layer_met1.png
Scale bar: 100 µm. Supply wires on this layer in grey.
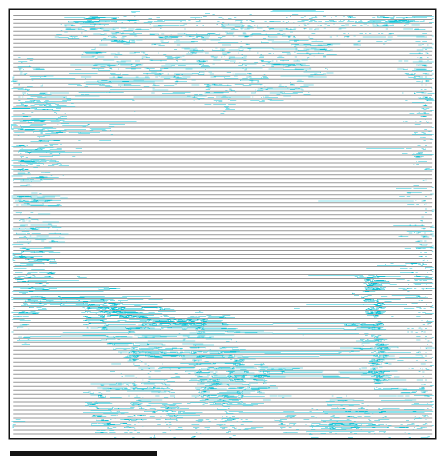
layer_met2.png
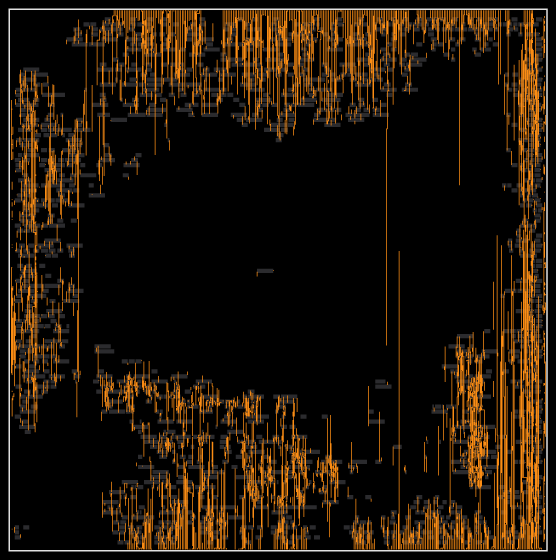
layer_met3.png
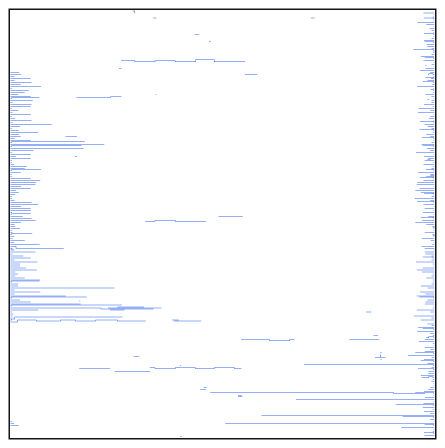
layer_met4.png
Supply wires on this layer in grey.
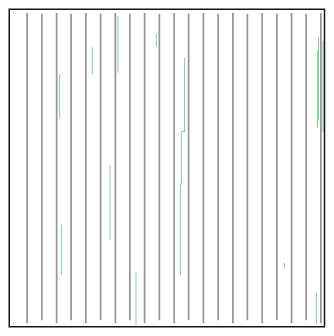
===== config.mk =====
export PLATFORM = sky130hd
export DESIGN_NAME = l2_arbiter
export DESIGN_NICKNAME = d
export VERILOG_FILES = /design/src/rtl/l2_arbiter_pkg.sv /design/src/rtl/l2_arbiter_sat_counter.sv /design/src/rtl/l2_arbiter.sv
export SDC_FILE = /design/constraint.sdc
export NUM_CORES = 1
export LEC_CHECK = 0
export CAP_MARGIN = 20
export CORE_AREA = 2 2 288 290
export DETAILED_ROUTE_END_ITERATION = 10
export DIE_AREA = 0 0 290 292
export GPL_TIMING_DRIVEN = 0
export PLACE_DENSITY = 0.43
export SETUP_SLACK_MARGIN = 0.4
export SKIP_CTS_REPAIR_TIMING = 1
export SYNTH_ARGS = -nofsm -noshare
export SYNTH_HDL_FRONTEND = slang
export SYNTH_SLANG_ARGS = --single-unit

===== constraint.sdc =====
create_clock -name clk -period 7.55 [get_ports clk]
set_input_delay 1.51 -clock clk [delete_from_list [all_inputs] [get_ports clk]]
set_output_delay 1.51 -clock clk [all_outputs]
set_load 0.01 [all_outputs]

===== src/rtl/l2_arbiter_pkg.sv =====
// l2_arbiter_pkg: shared types for the L1-to-L2 port arbiter.
package l2_arbiter_pkg;
  localparam int LC3B_LINE_WIDTH = 128;
  typedef logic [LC3B_LINE_WIDTH-1:0] lc3b_line;
  typedef enum logic [1:0] {IDLE, SERVE_I, SERVE_D, RELEASE} arb_state_t;
  typedef enum logic {ARB_I, ARB_D} arb_id_t;
endpackage


===== src/rtl/l2_arbiter_sat_counter.sv =====
// sat_counter: saturating up-counter with synchronous clear taking priority.
module sat_counter #(
  parameter int CNT_WIDTH = 16
) (
  input  logic                 clk,
  input  logic                 reset,
  input  logic                 inc,
  input  logic                 clr,
  output logic [CNT_WIDTH-1:0] count
);
  always_ff @(posedge clk or posedge reset)
    if (reset) count <= '0;
    else count <= clr ? '0 : (inc && !(&count)) ? count + 1'b1 : count;
endmodule


===== src/rtl/l2_arbiter.sv =====
// l2_arbiter: shares the L2 port between I-cache and D-cache miss paths,
// round-robin on conflict, with saturating grant/conflict counters.
module l2_arbiter
  import l2_arbiter_pkg::*;
#(
  parameter int LINE_WIDTH = 128,
  parameter int CNT_WIDTH  = 16,
  parameter bit D_FIRST    = 1'b1
) (
  input  logic                  clk,
  input  logic                  reset,
  input  logic                  i_read,
  input  logic [15:0]           i_address,
  output logic                  i_resp,
  output logic [LINE_WIDTH-1:0] i_rdata,
  input  logic                  d_read,
  input  logic                  d_write,
  input  logic [15:0]           d_address,
  input  logic [LINE_WIDTH-1:0] d_wdata,
  output logic                  d_resp,
  output logic [LINE_WIDTH-1:0] d_rdata,
  output logic                  l2_read,
  output logic                  l2_write,
  output logic [15:0]           l2_address,
  output logic [LINE_WIDTH-1:0] l2_wdata,
  input  logic                  l2_resp,
  input  logic [LINE_WIDTH-1:0] l2_rdata,
  input  logic                  clear_counters,
  output logic                  busy,
  output logic [CNT_WIDTH-1:0]  i_grant_count,
  output logic [CNT_WIDTH-1:0]  d_grant_count,
  output logic [CNT_WIDTH-1:0]  conflict_count
);
  arb_state_t state;
  arb_id_t    last_served;
  logic       idle, req_i, req_d, conflict, grant_i, grant_d;
  assign idle     = state == IDLE;
  assign req_i    = i_read;
  assign req_d    = d_read | d_write;
  assign conflict = idle & req_i & req_d;
  // On conflict the side that was not served last wins.
  assign grant_d  = idle & req_d & (~req_i | (last_served == ARB_I));
  assign grant_i  = idle & req_i & ~grant_d;
  assign i_resp   = (state == SERVE_I) & l2_resp;
  assign d_resp   = (state == SERVE_D) & l2_resp;
  assign i_rdata  = l2_rdata;
  assign d_rdata  = l2_rdata;
  assign busy     = !idle;
  always_ff @(posedge clk or posedge reset)
    if (reset) begin
      state       <= IDLE;
      last_served <= D_FIRST ? ARB_I : ARB_D;
      l2_read     <= 1'b0;
      l2_write    <= 1'b0;
      l2_address  <= '0;
      l2_wdata    <= '0;
    end else
      case (state)
        IDLE:
          if (grant_i) begin
            state       <= SERVE_I;
            last_served <= ARB_I;
            l2_address  <= i_address;
            l2_read     <= 1'b1;
          end else if (grant_d) begin
            state       <= SERVE_D;
            last_served <= ARB_D;
            l2_address  <= d_address;
            l2_read     <= ~d_write;
            l2_write    <= d_write;
            if (d_write) l2_wdata <= d_wdata;
          end
        SERVE_I, SERVE_D:
          if (l2_resp) begin
            state    <= RELEASE;
            l2_read  <= 1'b0;
            l2_write <= 1'b0;
          end
        default: state <= IDLE;
      endcase
  sat_counter #(.CNT_WIDTH(CNT_WIDTH)) u_i_cnt (
    .clk(clk), .reset(reset), .inc(grant_i), .clr(clear_counters), .count(i_grant_count));
  sat_counter #(.CNT_WIDTH(CNT_WIDTH)) u_d_cnt (
    .clk(clk), .reset(reset), .inc(grant_d), .clr(clear_counters), .count(d_grant_count));
  sat_counter #(.CNT_WIDTH(CNT_WIDTH)) u_c_cnt (
    .clk(clk), .reset(reset), .inc(conflict), .clr(clear_counters), .count(conflict_count));
endmodule

==> job_summary.md <==
## Implementation flow summary

| Metric | Value |
|---|---|
| Multiplexer share of the synthesized area | 16.34% |
| Minimum clock period | 4225 ps |
| Number of pins with negative max-slew slack in the final report | 0 |
| Synth Cell Area | 0.01062 mm² |
| Unique cell types | 50 |
| Number of buffers added by the clock tree synthesis step | 17 |
| Worst skew pair latency | 480 ps |
| Sequential element share of the synthesized area | 46.42% |
| Top area cells in the synthesized netlist | dfrtp_1 (46%), buf_4 (18%), mux2_2 (15%) |
| Count of final setup violators | 0 |
| Maximum cell stage delay along the critical path | 570 ps |
| I/O Pins | 748 |
| Non-clock buffering overhead | 44.26% |
| Count of library flops with an enable pin | 0 |
| Library cell with the largest summed area after synthesis | dfrtp_1 |
| Complex-gate fraction of the synthesized area | 5.973% |
| Number of combinational gates with multiple inputs | 442 |
| Top-count cell post-synth | buf_4 |
| Maximum count of clock buffers along a single path | 2 |
| GR Util met2 | 19.09% |
| Run status | finished clean |
| Sequence of cells on the critical path | clkdlybuf4s50_1 -> and2_1 -> clkdlybuf4s50_1 |
| FF+latch count | 197 |
| Capture instance of the worst register-to-register path | l2_wdata[81] |
| Number of nets in the finished design | 1,885 |
| Antenna cells | 0 |
| Crit Path Category | primary input to output pin |
| Area taken by flip-flops and latches | 0.004930 mm² |
| Taps Inserted | 1,070 |
| CTS tree | done |
| Initial standard-cell utilization of the core | 13.02% |
| Leak | 7.793 nW |
| Hold-critical path depth | 2 |
| Post-synthesis sequential element count | 197 |
| DIE AREA | 0.08468 mm² |
| Reg2Reg Setup Slack | 5000 ps |
| Wire length of the first global-routing pass | 64.47 mm |
| Highest attainable clock frequency | 236.7 MHz |
| Worst-path clk slew | 80 ps |
## Picture notes: layer_met1.png
share of all routed wire: 35%
main direction: horizontal
count of vias placed by the detailed router: 9,223
met1 Usage GRT: 10.22%

## Picture notes: layer_met2.png
share of all routed wire: 54%
wire length on this layer: 23.9 mm
nets with wire on the layer: 1,685
longest straight run: 161 µm

## Picture notes: layer_met3.png
wire length on this layer: 3,930 µm
share of all routed wire: 8.9%
longest straight run: 142 µm
nets with wire on the layer: 365
main direction: horizontal
met3 Resource Use GR: 4.255%
total wire length: 44.12 mm

## Picture notes: layer_met4.png
wire length on this layer: 761 µm
main direction: vertical
nets with wire on the layer: 9
share of all routed wire: 1.7%

## per-stage QoR
stage	utilization [%]	TNS, ps	setup slack [ps]	power [mW]	std cells
after floorplan	-	0	671.0	2.686	945
after global placement	22.24	-576440	-3011	4.022	2633
after detailed placement	22.28	0	3313	4.038	2634
after CTS	23.04	0	3308	5.087	2666
after global routing	23.04	0	3269	5.301	2666
final	23.04	0	3325	4.977	2666
## tightest hold or removal path: stages, from the launching register on
cell and delay, ps:
dfrtp_1 340, nand2_1 40, o21ai_0 60
## placed cells by master (no fill, tap or decap), types with 3 or more instances in the layout
master / synthesis / final
nor3_1: 9 / 9
clkinv_8: 0 / 3
clkdlybuf4s50_1: 0 / 618
buf_2: 16 / 16
and4_1: 6 / 6
buf_4: 258 / 258
mux2i_1: 17 / 17
and3_1: 6 / 6
nor2_1: 22 / 22
o41ai_1: 4 / 4
or3_1: 7 / 7
inv_1: 16 / 15
clkbuf_8: 3 / 3
nand4_2: 3 / 3
nand3_1: 23 / 23
nor2b_1: 7 / 7
nor4_1: 6 / 6
mux2_2: 139 / 139
dfrtp_1: 197 / 197
clkbuf_1: 13 / 14
nand2_1: 35 / 35
o21ai_0: 24 / 24
clkbuf_16: 0 / 17
o31ai_1: 19 / 19
nand4_1: 11 / 11
o211a_1: 3 / 3
inv_6: 0 / 6
a21oi_1: 36 / 36
ha_1: 7 / 7
and2_1: 5 / 5
or4_1: 23 / 23
## where the power goes
| group | switching (mW) | internal, mW |
|---|---|---|
| combinational | 0.911 | 1.38 |
| clock | 0.492 | 0.506 |
| sequential | 0.218 | 1.47 |
| total | 1.62 | 3.36 |
## per-layer routing
layer	part of all wire [%]	routed length, µm
met1	35	15530
met2	54	23900
met5	0	0
met3	8.9	3926
met4	1.7	761
Power figures rest on the tool's default switching activity, not on a simulated workload.
